## src/rtl/mas_pkg.sv

```systemverilog
// Shared types and sizing for the MAS Booth multiplier datapath.
package mas_pkg;

  localparam int DATA_W_DFLT = 32;

  function automatic int num_pp(input int data_w);
    return data_w / 2;
  endfunction

  typedef enum logic {
    ACCUM = 1'b0,
    DONE  = 1'b1
  } state_e;

  typedef logic signed [DATA_W_DFLT:0]         pp_t;
  typedef logic        [2*DATA_W_DFLT-1:0]     prod_t;
  typedef logic [$clog2(num_pp(DATA_W_DFLT))-1:0] cnt_t;

endpackage

```

## src/rtl/mas_pp_shift_add.sv

```systemverilog
// Conditionally negates one Booth partial product, weights it by 4^cnt and
// adds it to the running sum.
module mas_pp_shift_add #(
  parameter int DATA_W = 32,
  parameter int CNT_W  = 4
) (
  input  logic [2*DATA_W-1:0] acc,
  input  logic [DATA_W:0]     pp_mag,
  input  logic                pp_neg,
  input  logic [CNT_W-1:0]    cnt,
  output logic [2*DATA_W-1:0] sum
);

  logic [DATA_W+1:0]   ext;
  logic [DATA_W+1:0]   term_n;
  logic [2*DATA_W-1:0] term;

  // One guard bit so that negating 2M at the most negative M stays in range.
  always_comb begin
    ext    = {pp_mag[DATA_W], pp_mag};
    term_n = pp_neg ? (~ext + 1'b1) : ext;
    term   = {{(DATA_W-2){term_n[DATA_W+1]}}, term_n};
    sum    = acc + (term << {cnt, 1'b0});
  end

endmodule

```

## src/rtl/mas_booth_pp_accumulator.sv

```systemverilog
// Radix-4 Booth partial-product accumulator with valid/ready result port.
//   state | meaning
//   ACCUM | accepting beats, summing into acc
//   DONE  | product held on res until downstream takes it
module mas_booth_pp_accumulator
  import mas_pkg::*;
#(
  parameter int DATA_W = DATA_W_DFLT
) (
  input  logic                clk,
  input  logic                rst_n,
  input  logic                pp_valid,
  output logic                pp_ready,
  input  logic [DATA_W:0]     pp_mag,
  input  logic                pp_neg,
  input  logic                pp_last,
  output logic                res_valid,
  input  logic                res_ready,
  output logic [2*DATA_W-1:0] res,
  output logic                frame_err
);

  localparam int NUM_PP = num_pp(DATA_W);
  localparam int CNT_W  = (NUM_PP > 1) ? $clog2(NUM_PP) : 1;

  state_e              state_q, state_d;
  logic [CNT_W-1:0]    cnt_q, cnt_d;
  logic [2*DATA_W-1:0] acc_q, acc_d;
  logic [2*DATA_W-1:0] res_q, res_d;
  logic                ferr_q, ferr_d;
  logic [2*DATA_W-1:0] sum;
  logic                at_top;

  mas_pp_shift_add #(
    .DATA_W (DATA_W),
    .CNT_W  (CNT_W)
  ) u_shift_add (
    .acc    (acc_q),
    .pp_mag (pp_mag),
    .pp_neg (pp_neg),
    .cnt    (cnt_q),
    .sum    (sum)
  );

  assign at_top = (cnt_q == CNT_W'(NUM_PP - 1));

  always_comb begin
    state_d = state_q;
    cnt_d   = cnt_q;
    acc_d   = acc_q;
    res_d   = res_q;
    ferr_d  = ferr_q;
    case (state_q)
      ACCUM: begin
        if (pp_valid) begin
          acc_d = sum;
          if (pp_last || at_top) begin
            // Early pp_last and a missing pp_last on the top digit are both errors.
            state_d = DONE;
            res_d   = sum;
            ferr_d  = pp_last ^ at_top;
          end else begin
            cnt_d = cnt_q + 1'b1;
          end
        end
      end
      DONE: begin
        if (res_ready) begin
          state_d = ACCUM;
          acc_d   = '0;
          cnt_d   = '0;
        end
      end
      default: state_d = ACCUM;
    endcase
  end

  always_ff @(posedge clk or negedge rst_n) begin
    if (!rst_n) begin
      state_q <= ACCUM;
      cnt_q   <= '0;
      acc_q   <= '0;
      res_q   <= '0;
      ferr_q  <= 1'b0;
    end else begin
      state_q <= state_d;
      cnt_q   <= cnt_d;
      acc_q   <= acc_d;
      res_q   <= res_d;
      ferr_q  <= ferr_d;
    end
  end

  assign pp_ready  = (state_q == ACCUM);
  assign res_valid = (state_q == DONE);
  assign res       = res_q;
  assign frame_err = ferr_q;

endmodule

```

## config.mk

```make
export PLATFORM = sky130hd
export DESIGN_NAME = mas_booth_pp_accumulator
export DESIGN_NICKNAME = d
export VERILOG_FILES = /design/src/rtl/mas_pkg.sv /design/src/rtl/mas_pp_shift_add.sv /design/src/rtl/mas_booth_pp_accumulator.sv
export SDC_FILE = /design/constraint.sdc
export NUM_CORES = 1
export LEC_CHECK = 0
export CAP_MARGIN = 20
export CORE_AREA = 2 2 139 141
export DETAILED_ROUTE_END_ITERATION = 16
export DIE_AREA = 0 0 141 143
export PLACE_DENSITY = 0.88
export SYNTH_ARGS = -nofsm -noshare
export SYNTH_HDL_FRONTEND = slang
export SYNTH_HIERARCHICAL = 1
export SYNTH_SLANG_ARGS = --single-unit
```

## constraint.sdc

```tcl
create_clock -name clk -period 10.6 [get_ports clk]
set_input_delay 2.12 -clock clk [delete_from_list [all_inputs] [get_ports clk]]
set_output_delay 2.12 -clock clk [all_outputs]
set_load 0.02 [all_outputs]
```

==> results.ini, run 1 <==
[die]
fp_util=0.634
num_rows=50
taps=234
chip_area_sq_um=20200

[worst_setup_path]
regToRegSetupSlack_ns=4.49
r2r_cells=17
path_buffers=1
required_ns=10.92
worst_r2r_endpoint=res[62]
critPathTopFamily=AND-OR/OR-AND gates
end_kind=flip-flop
r2r_start=cnt_q[1]
crit_fanout=21
crit_cells=20
crit_path_start=pp_mag[9]
endpoint=res[62]

[finish]
combGateArea_sq_um=7920
flops=134
layout_top_cells=dfrtp_1 (133), a21oi_1 (113), clkdlybuf4s50_1 (104)
final_common_cell=dfrtp_1
final_util=0.722
layout.nonclk_buf_frac=0.0835
seq_area_sq_um=3350
nClkBuffers=18
area_growth_pct=13.9
instances_no_fill=1613
comb_area_frac=0.591
design_area_sq_um=13400
n_antenna_cell=0
dominant-cell-class=multi-input combinational cells

[global_route]
antenna_found_initial=1
grt_first_pass_wirelength_mm=53.8
gr-total-overflow=0
grt_max_degree=70
grt_usage=0.335
busiest_layer=met1

[detailed_routing]
wl_met1_mm=15.8
wl_per_cell_um=21.1
detail_route.vias_per_cell=6.77
route.met2.wl_mm=14.5

[cts]
cts.htree.levels=4
clock_path_buffers=2
tritoncts=done
cts_hold_buf=0
cts.sinks=134
cts_setup_buffers=0
cts_buffers=17
path_clk_slew_ns=0.07

[final_timing]
drv_slew=0
relSlewSlack=0.326
finalSetupViolations=0
fmax_mhz=118
min_period_over_period=0.802
fin_crit_ns=8.50

[logic_synthesis]
yosysTopAreaCell=dfrtp_1
syn_area_per_cell_sq_um=8.94
async_reset_ff_frac=1.00
yosys.area_share.simple=0.140
ff_type=dfrtp_1
synth.comb.largest_family=AND-OR/OR-AND gates
yosys.cell_count.top_type=dfrtp_1
fp_nets=1424
edf_count=0
synthDistinctLibCells=86
ys_seq_frac=0.285
yosys_cells=1318
xor_share=0.0662
synth_warnings=6

[power]
pg_seq_uw=919
comb_power_mw=3.94
finalPower_mw=5.50
leakage_nw=5.91
clk-power_uw=639
p_comb_frac=0.717

[worst_hold_path]
hp-class=flip-flop to flip-flop
min_from=res[17]
worstHoldEndpoint=res[17]

[placed_design]
io_buffers=105
gp_congestion=0.975
post_dp_cell_area_sq_um=12800
dp_slack_ns=1.85
dp_cells=1581

[status]
run_status=completed

[run]
warning_count=26

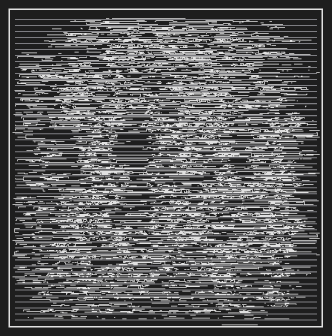
Run 1: metal 1
Supply wires on this layer in gray.
The layer holds 46% of the routed length. The wires run mostly horizontal. The longest straight run is 69.7 um. The layer carries 15800 um of wire.
DRT Wirelength: 34.1 mm
vias after detailed routing: 10900
M1 GR Usage: 0.506

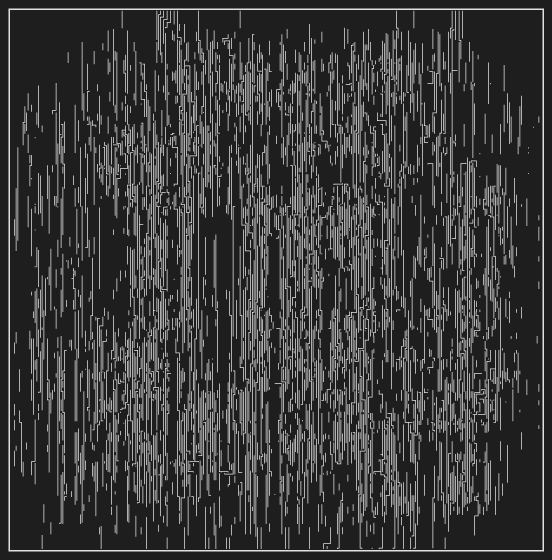
Run 1: the metal 2 layer
The longest straight run is 88.4 um. The layer holds 43% of the routed length.
M2 GR Usage: 0.490

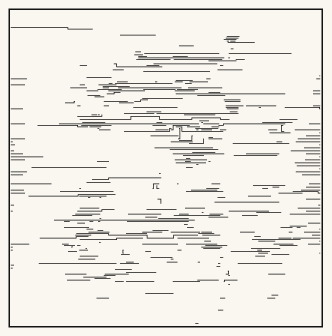
Run 1: the metal 3 layer
The wires run mostly horizontal. The layer carries 3070 um of wire. 266 nets have wire on it. The longest straight run is 63.5 um. The layer holds 9.0% of the routed length.
GR Util met3: 0.0654

==> run 2, diff against run 1 <==
--- a/config.mk
+++ b/config.mk
@@ -6,10 +6,10 @@
 export NUM_CORES = 1
 export LEC_CHECK = 0
 export CAP_MARGIN = 20
-export CORE_AREA = 2 2 139 141
+export CORE_AREA = 2 2 144 146
 export DETAILED_ROUTE_END_ITERATION = 16
-export DIE_AREA = 0 0 141 143
-export PLACE_DENSITY = 0.88
+export DIE_AREA = 0 0 146 148
+export PLACE_DENSITY = 0.83
 export SYNTH_ARGS = -nofsm -noshare
 export SYNTH_HDL_FRONTEND = slang
 export SYNTH_HIERARCHICAL = 1
==> constraint.sdc (replaced) <==
create_clock -name clk -period 8.49 [get_ports clk]
set_input_delay 1.698 -clock clk [delete_from_list [all_inputs] [get_ports clk]]
set_output_delay 1.698 -clock clk [all_outputs]
set_load 0.02 [all_outputs]
==> run 2 against run 1 <==
Sequential cell count is the same; clock skew is 0.0084 ns lower; critical path depth increased by 4; register-to-register slack got worse by 1.8 ns; sequential power rose by 25%; cell count is 2.6% higher; critical path type unchanged.
==> results.ini, run 2 <==
[logic_synthesis]
ys_seq_frac=0.285  ; unchanged
yosysTopAreaCell=dfrtp_1
ff_type=dfrtp_1
yosys_cells=1318  ; unchanged
yosys.cell_count.top_type=dfrtp_1
fp_nets=1424  ; unchanged
synth.comb.largest_family=AND-OR/OR-AND gates
edf_count=0  ; unchanged
syn_area_per_cell_sq_um=8.94  ; unchanged
synthDistinctLibCells=86  ; unchanged
xor_share=0.0662  ; unchanged
yosys.area_share.simple=0.140  ; unchanged

[detailed_routing]
wl_met1_mm=15.7  ; -0.61%
detail_route.vias_per_cell=6.64  ; -1.9%
route.met2.wl_mm=14.6  ; +0.30%

[global_route]
grtUsageMet1=0.480  ; -0.0253
grt_max_degree=72  ; +2.9%
gr-total-overflow=0  ; unchanged
antenna_found_initial=0  ; -1
grt_usage=0.315  ; -0.0199
busiest_layer=met1

[worst_setup_path]
crit_fanout=13  ; -38%
path_buffers=3  ; +2
regToRegSetupSlack_ns=2.70  ; -1.79 ns
worst_r2r_endpoint=res[61]
r2r_start=cnt_q[0]
endpoint=res[62]
r2r_cells=22  ; +5

[finish]
instances_no_fill=1655  ; +2.6%
n_antenna_cell=0  ; unchanged
dominant-cell-class=multi-input combinational cells
layout.nonclk_buf_frac=0.0870  ; +0.00347
layout_top_cells=dfrtp_1 (133), a21oi_1 (113), clkdlybuf4s50_1 (104)
final_util=0.676  ; -0.0463
final_common_cell=dfrtp_1
nClkBuffers=17  ; -1
comb_area_frac=0.585  ; -0.00551
combGateArea_sq_um=7920  ; unchanged
flops=134  ; unchanged

[die]
chip_area_sq_um=21600  ; +7.2%
fp_util=0.588  ; -0.0462

[cts]
cts.htree.levels=4  ; unchanged
path_clk_slew_ns=0.06  ; about the same
cts.sinks=134  ; unchanged
tritoncts=done
cts_buffers=17  ; unchanged
cts_hold_buf=0  ; unchanged

[placed_design]
dp_cells=1623  ; +2.7%
post_dp_cell_area_sq_um=12900  ; +0.80%
dp_slack_ns=0.421  ; -1.43 ns
io_buffers=105  ; unchanged

[status]
run_status=completed

[final_timing]
drv_slew=0  ; unchanged
relSlewSlack=0.312  ; -0.0135
min_period_over_period=0.921

[power]
finalPower_mw=6.93  ; +26%
p_comb_frac=0.715  ; -0.002

[worst_hold_path]
min_from=res[23]

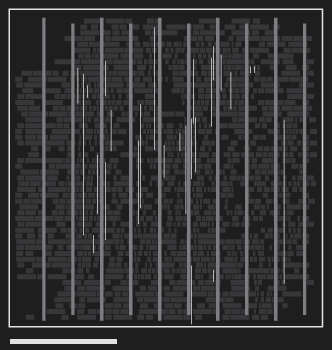
Run 2: metal 4
Bar = 50 um. Supply wires on this layer in gray.
The longest straight run is 76.2 um. The wires run mostly vertical. The layer carries 690 um of wire. The layer holds 2.0% of the routed length.

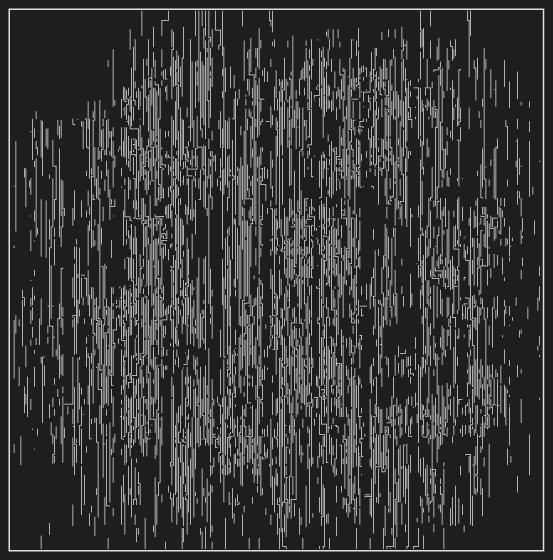
Run 2: the metal 2 layer
M2 GR Usage: 0.463
DRT Wirelength: 34.1 mm
vias after detailed routing: 11000

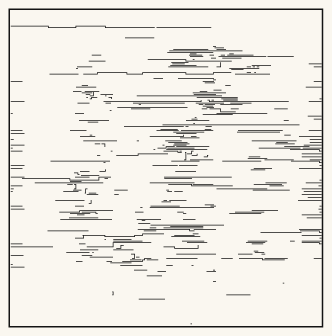
Run 2: the metal 3 layer
The layer holds 9.1% of the routed length. The wires run mostly horizontal.

==> run 3, diff against run 2 <==
--- a/config.mk
+++ b/config.mk
@@ -6,10 +6,10 @@
 export NUM_CORES = 1
 export LEC_CHECK = 0
 export CAP_MARGIN = 20
-export CORE_AREA = 2 2 144 146
+export CORE_AREA = 2 2 151 138
 export DETAILED_ROUTE_END_ITERATION = 16
-export DIE_AREA = 0 0 146 148
-export PLACE_DENSITY = 0.83
+export DIE_AREA = 0 0 153 140
+export PLACE_DENSITY = 0.84
 export SYNTH_ARGS = -nofsm -noshare
 export SYNTH_HDL_FRONTEND = slang
 export SYNTH_HIERARCHICAL = 1
==> run 3 against run 2 <==
Non-clock buffer count shrank 1; critical path depth is the same; hold slack is essentially flat; clock power shrank 7.1%.
==> results.ini, run 3 <==
[status]
run_status=completed

[worst_setup_path]
r2r_start=cnt_q[0]
r2r_cells=22  ; unchanged
regToRegSetupSlack_ns=2.47  ; -0.23 ns
start_kind=primary input
worstPathArrival_ns=8.12
endpoint=res[57]
slowest_delay_ns=0.52
path_buffers=3  ; unchanged
crit_fanout=13  ; unchanged
worst_r2r_endpoint=res[57]

[finish]
layout.nonclk_buf_frac=0.0874  ; +0.000453
dominant-cell-class=multi-input combinational cells
comb_area_frac=0.588  ; +0.00304
inverters_excl_clock=29
layout_top_cells=dfrtp_1 (133), a21oi_1 (113), clkdlybuf4s50_1 (104)
area_growth_pct=14.3
instances_no_fill=1638  ; -1.0%
nClkBuffers=17  ; unchanged
combGateArea_sq_um=7920  ; unchanged
design_area_sq_um=13500
seq_area_frac=0.249
n_antenna_cell=0  ; unchanged
final_util=0.680  ; +0.00453
flops=134  ; unchanged

[worst_hold_path]
min_from=res[6]
worstHoldEndpoint=res[6]
hp-class=flip-flop to flip-flop

[logic_synthesis]
yosys.area_share.simple=0.140  ; unchanged
synth.comb.largest_family=AND-OR/OR-AND gates
yosys_cells=1318  ; unchanged
synthDistinctLibCells=86  ; unchanged
fp_nets=1424  ; unchanged
edf_count=0  ; unchanged
yosys.cell_count.top_type=dfrtp_1
yosysTopAreaCell=dfrtp_1
xor_share=0.0662  ; unchanged
syn_area_per_cell_sq_um=8.94  ; unchanged
ys_seq_frac=0.285  ; unchanged
ff_type=dfrtp_1

[detailed_routing]
route.met2.wl_mm=13.9  ; -4.4%
detail_route.vias_per_cell=6.69  ; +0.64%
wl_met1_mm=16.2  ; +3.0%
drt_iter0_markers=1403

[global_route]
busiest_layer=met1
grt_usage=0.314  ; -0.000920
grtUsageMet1=0.496  ; +0.0150
antenna_found_initial=0  ; unchanged
grt_max_degree=78  ; +8.3%
gr-total-overflow=0  ; unchanged
use_met2=0.433  ; -0.0301

[power]
pg_seq_mw=1.15
finalPower_mw=6.86  ; -0.93%
p_comb_frac=0.721  ; +0.006
p_per_area_nw_per_um2=509
largestPowerGroup=combinational logic

[final_timing]
relSlewSlack=0.437  ; +0.125
min_period_over_period=0.919  ; -0.00202
drv_slew=0  ; unchanged
rsz0062_at_grt=no
finalSetupTns_ns=0

[die]
taps=255
chip_area_sq_um=21400  ; -0.87%
fp_util=0.595  ; +0.00702

[placed_design]
io_buffers=105  ; unchanged
post_dp_cell_area_sq_um=12900  ; -0.36%
dp_cells=1606  ; -1.0%
dp_slack_ns=0.411  ; -0.00936 ns

[cts]
path_clk_slew_ns=0.07  ; about the same
cts.htree.levels=4  ; unchanged
cts_hold_buf=0  ; unchanged
tritoncts=done

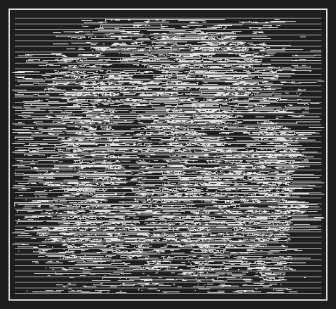
Run 3: metal 1
Supply wires on this layer in gray.
The layer carries 16200 um of wire. The wires run mostly horizontal.

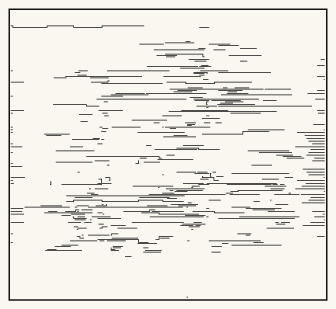
Run 3: the metal 3 layer
The layer carries 3230 um of wire. 276 nets have wire on it.
vias after detailed routing: 11000
GR Util met3: 0.0709
DRT Wirelength: 34.0 mm

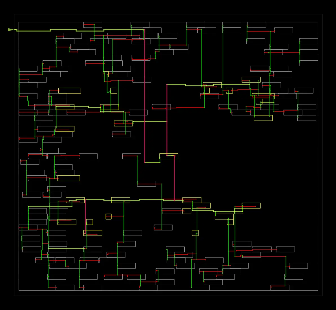
Run 3: clock routing
Num Clock Sinks: 134
CTS buffer count: 17

No activity file was given, so power comes from the tool's default toggle rates.
